### Wiring by layer

Drawn at 8 px/um. Two of the layers only.
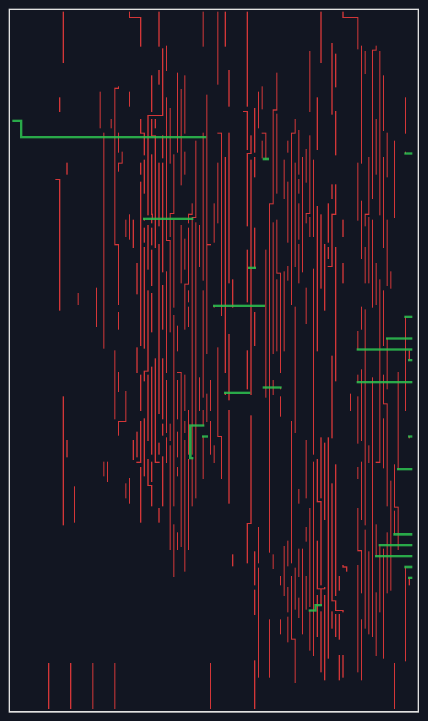
### Clock network drawn from the DEF

Drawn at 8 px/um.
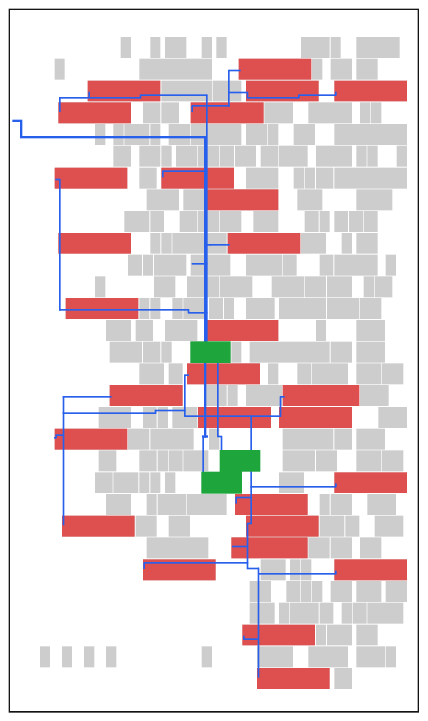
Design buffer_pingpong_scheduler, sky130hd; sources not shown.
==> results_tabular.tex <==
% Synthesis and place-and-route results
\begin{tabular}{lr}
\hline
Metric & Value \\
\hline
\multicolumn{2}{l}{\textbf{Outcome}} \\
\quad Status & complete, no violations \\
\multicolumn{2}{l}{\textbf{Global route}} \\
\quad Antenna violations before repair & 0 \\
\quad Layer carrying the most global-route usage & met2 \\
\quad Met2 track demand over resource in global routing & 0.386 \\
\quad GRT overflow & 0 \\
\quad Met3 global-route usage & 0.0243 \\
\quad Number of global-route vias before repair & 1,445 \\
\quad Wire length of the first global-routing pass & 6.44 mm \\
\quad Met1 Use GR & 0.192 \\
\quad Maximum number of pins on one net before global-route repair & 29 \\
\multicolumn{2}{l}{\textbf{Cells and area}} \\
\quad Leading cell types in the layout, fill and taps excluded & sky130\_fd\_sc\_hd\_\_buf\_4 (31), sky130\_fd\_sc\_hd\_\_dfrtp\_1 (26), sky130\_fd\_sc\_hd\_\_nor2\_1 (17) \\
\quad Non-clk invs & 12 \\
\quad Highest-count logic cell in the final layout & sky130\_fd\_sc\_hd\_\_buf\_4 \\
\quad Dominant class by area & logic gates \\
\quad Fill cells & 340 \\
\quad Multi-input gate share of total cell area & 0.438 \\
\quad Flip-flops & 28 \\
\quad Antenna diodes & 0 \\
\quad Number of non-clock buffers & 50 \\
\quad Layout clock area frac & 0.0239 \\
\quad Fraction of final layout cells sized beyond drive strength 1 & 0.327 \\
\quad Total area of multi-input combinational cells & roughly 1000 um2 \\
\quad \# clk buffers & 4 \\
\quad Flip-flop count of the largest register, all copies and words added & 11 \\
\quad Area taken by flip-flops and latches & 703 um2 \\
\quad Synth-to-Final Area Change & 37.6\% \\
\multicolumn{2}{l}{\textbf{Job}} \\
\quad OpenROAD warning count & 33 \\
\quad Max capacitance violation total & 0 \\
\multicolumn{2}{l}{\textbf{Timing}} \\
\quad Share of the clock period used by the worst path after layout & 0.969 \\
\quad Post-route setup TNS & 0 ns \\
\quad Final number of hold-violating endpoints & 0 \\
\quad Upper clock frequency limit & around 540 MHz \\
\quad Setup repair after global routing missed its margin & true \\
\quad Max-slew violations & 0 \\
\quad Shortest clock period the worst path allows after layout & 1.84 ns \\
\multicolumn{2}{l}{\textbf{Synth}} \\
\quad Count of instantiated cells in the yosys netlist & 180 \\
\quad Count of yosys warnings during synthesis & 0 \\
\quad Post-synthesis chip area from yosys & between 1500 and 2000 um2 \\
\quad Average cell area after synthesis & 9.31 um2 \\
\quad Sequential cell area fraction in the yosys report & 0.418 \\
\quad Dominant flop cell & sky130\_fd\_sc\_hd\_\_dfrtp\_1 \\
\quad Flops after synth & 28 \\
\quad Post-synth EDFFs & 0 \\
\quad Post-synthesis compound-gate area fraction & 0.160 \\
\quad Share of the synthesized area in the top cell type & 0.418 \\
\quad Dominant cell type by area after synthesis & sky130\_fd\_sc\_hd\_\_dfrtp\_1 \\
\quad Netlist area before placement & approximately 1700 um2 \\
\quad Main area contributors & sky130\_fd\_sc\_hd\_\_dfrtp\_1 (42\%), sky130\_fd\_sc\_hd\_\_buf\_4 (7.6\%), sky130\_fd\_sc\_hd\_\_ha\_1 (5.2\%) \\
\quad Most used standard cell by instance count after synthesis & sky130\_fd\_sc\_hd\_\_dfrtp\_1 \\
\quad Synth async-reset ratio & 1.00 \\
\quad Adder-cell area share of the yosys netlist & 0.0522 \\
\quad Mux area share & 0.0373 \\
\quad Cell Type Count & around 43 \\
\quad Area fraction in and, or, nand and nor cells & 0.175 \\
\quad Xor/xnor share of the synthesized area & 0.0418 \\
\multicolumn{2}{l}{\textbf{Setup path}} \\
\quad Data arrival time at the worst-slack endpoint & 2.01 ns \\
\quad Crit path max fanout & 4 \\
\quad Cell family with most CP delay & simple AND/OR/NAND/NOR gates \\
\quad Crit path depth & 5 \\
\quad Critical path type & reg -> reg \\
\quad CP bufs+invs & 0 \\
\quad Worst r2r path cells & 5 \\
\quad Reg2reg setup slack & 0.06 ns \\
\quad Worst endpoint required time & 2.07 ns \\
\quad Setup crit end kind & flip-flop \\
\quad Type of element launching the critical path & flip-flop \\
\quad Slowest cell delay on critical path & $\sim$0.6 ns \\
\quad Cell Chain, Critical Path & nand2b\_4 > or4\_4 > a2111oi\_4 > mux2i\_1 > nor2\_1 \\
\quad Critical-path cell with the highest stage delay & sky130\_fd\_sc\_hd\_\_or4\_4 \\
\multicolumn{2}{l}{\textbf{Clock network}} \\
\quad Number of post-CTS setup repair buffers & 15 \\
\quad Longest Clk Path Bufs & 2 \\
\quad Number of clock buffers inserted by TritonCTS & 3 \\
\quad Clk Tree Root Cell & sky130\_fd\_sc\_hd\_\_clkbuf\_8 \\
\quad Resize count post-CTS & 26 \\
\quad Count of hold buffers inserted by post-cts repair & 0 \\
\quad Register clock-pin slew on the reported worst setup and hold paths & 0.09 ns \\
\quad CTS tree & done \\
\multicolumn{2}{l}{\textbf{Min path}} \\
\quad Worst hold-check path type & reg -> reg \\
\multicolumn{2}{l}{\textbf{Power and ir drop}} \\
\quad Leakage Power & 1.09 nW \\
\quad Power per cell area & 1140 nW/um2 \\
\quad Worst IR Drop VDD & 0.000580 V \\
\quad Total power of the final layout & 2.63 mW \\
\multicolumn{2}{l}{\textbf{Floorplan}} \\
\quad Pre-Place Util & 0.425 \\
\quad Vertical die dimension & 87.6 um \\
\quad Chip area & 4460 um2 \\
\quad Number of cell rows & 30 \\
\quad Std-Cell Core Area & 3940 um2 \\
\quad I/O pin total & 30 \\
\quad Number of tap cells inserted & 48 \\
\quad Die x size & 50.9 um \\
\multicolumn{2}{l}{\textbf{Route}} \\
\quad Count of nets left with antenna violations after detail routing & 0 \\
\quad Post-route DRC & 0 \\
\quad Iter 0 DRT Violations & 22 \\
\quad Routed vias/inst & 5.20 \\
\multicolumn{2}{l}{\textbf{Placement}} \\
\quad Weighted congestion reported at the end of routability-driven placement & 0.860 \\
\quad Total placed cells including tap cells & 250 \\
\quad HPWL after detailed placement & 2.72 mm \\
\quad Worst-case setup slack after placement & -0.0994 ns \\
\quad Count of buffers from port buffering & 15 \\
\hline
\end{tabular}
Notes on 'Wiring by layer' above:
Green stands for M3, wire length 83.4 um. Red stands for M2, wire length 2,390 um.
total wire length: 4.11 mm
routed length per instance: 15.0 um
global-route usage over all layers: 0.193
total via count in the routed design: 1,424

Notes on 'Clock network drawn from the DEF' above:
Blue stands for clock wires, length 352 um. Green stands for clock-net drivers, count 3. Red stands for flip-flops, count 28.
There are 4 routed clock nets.
power attributed to the clock group: 364 uW
Skew-Pair Late Insertion Delay: 0.27 ns
clock skew: 0.00117 ns
Clk network pwr share: 0.139

[per-stage QoR]
stage	area, um2	util	hold slack [ns]
2_1_floorplan	1780	-	0.0844
3_3_place_gp	1940	0.492	0.457
3_5_place_dp	1940	0.492	0.459
4_1_cts	2190	0.556	0.481
5_1_grt	2310	0.585	0.497
6_report	2310	0.585	0.479
[layer usage]
metal / up-vias / part of all wire
met2: 25 / 0.58
met4: 0 / 0.020
met1: 706 / 0.38
li1: 686 / -
met5: - / 0
met3: 7 / 0.020
[where the power goes]
group | total [mW] | internal, mW | leakage (nW) | switching [mW]
combinational | 1.33 | 0.708 | 0.696 | 0.618
clock | 0.364 | 0.185 | 0.0288 | 0.179
sequential | 0.935 | 0.752 | 0.362 | 0.183
total | 2.63 | 1.65 | 1.09 | 0.980
Power is estimated from default activity; no workload was simulated.
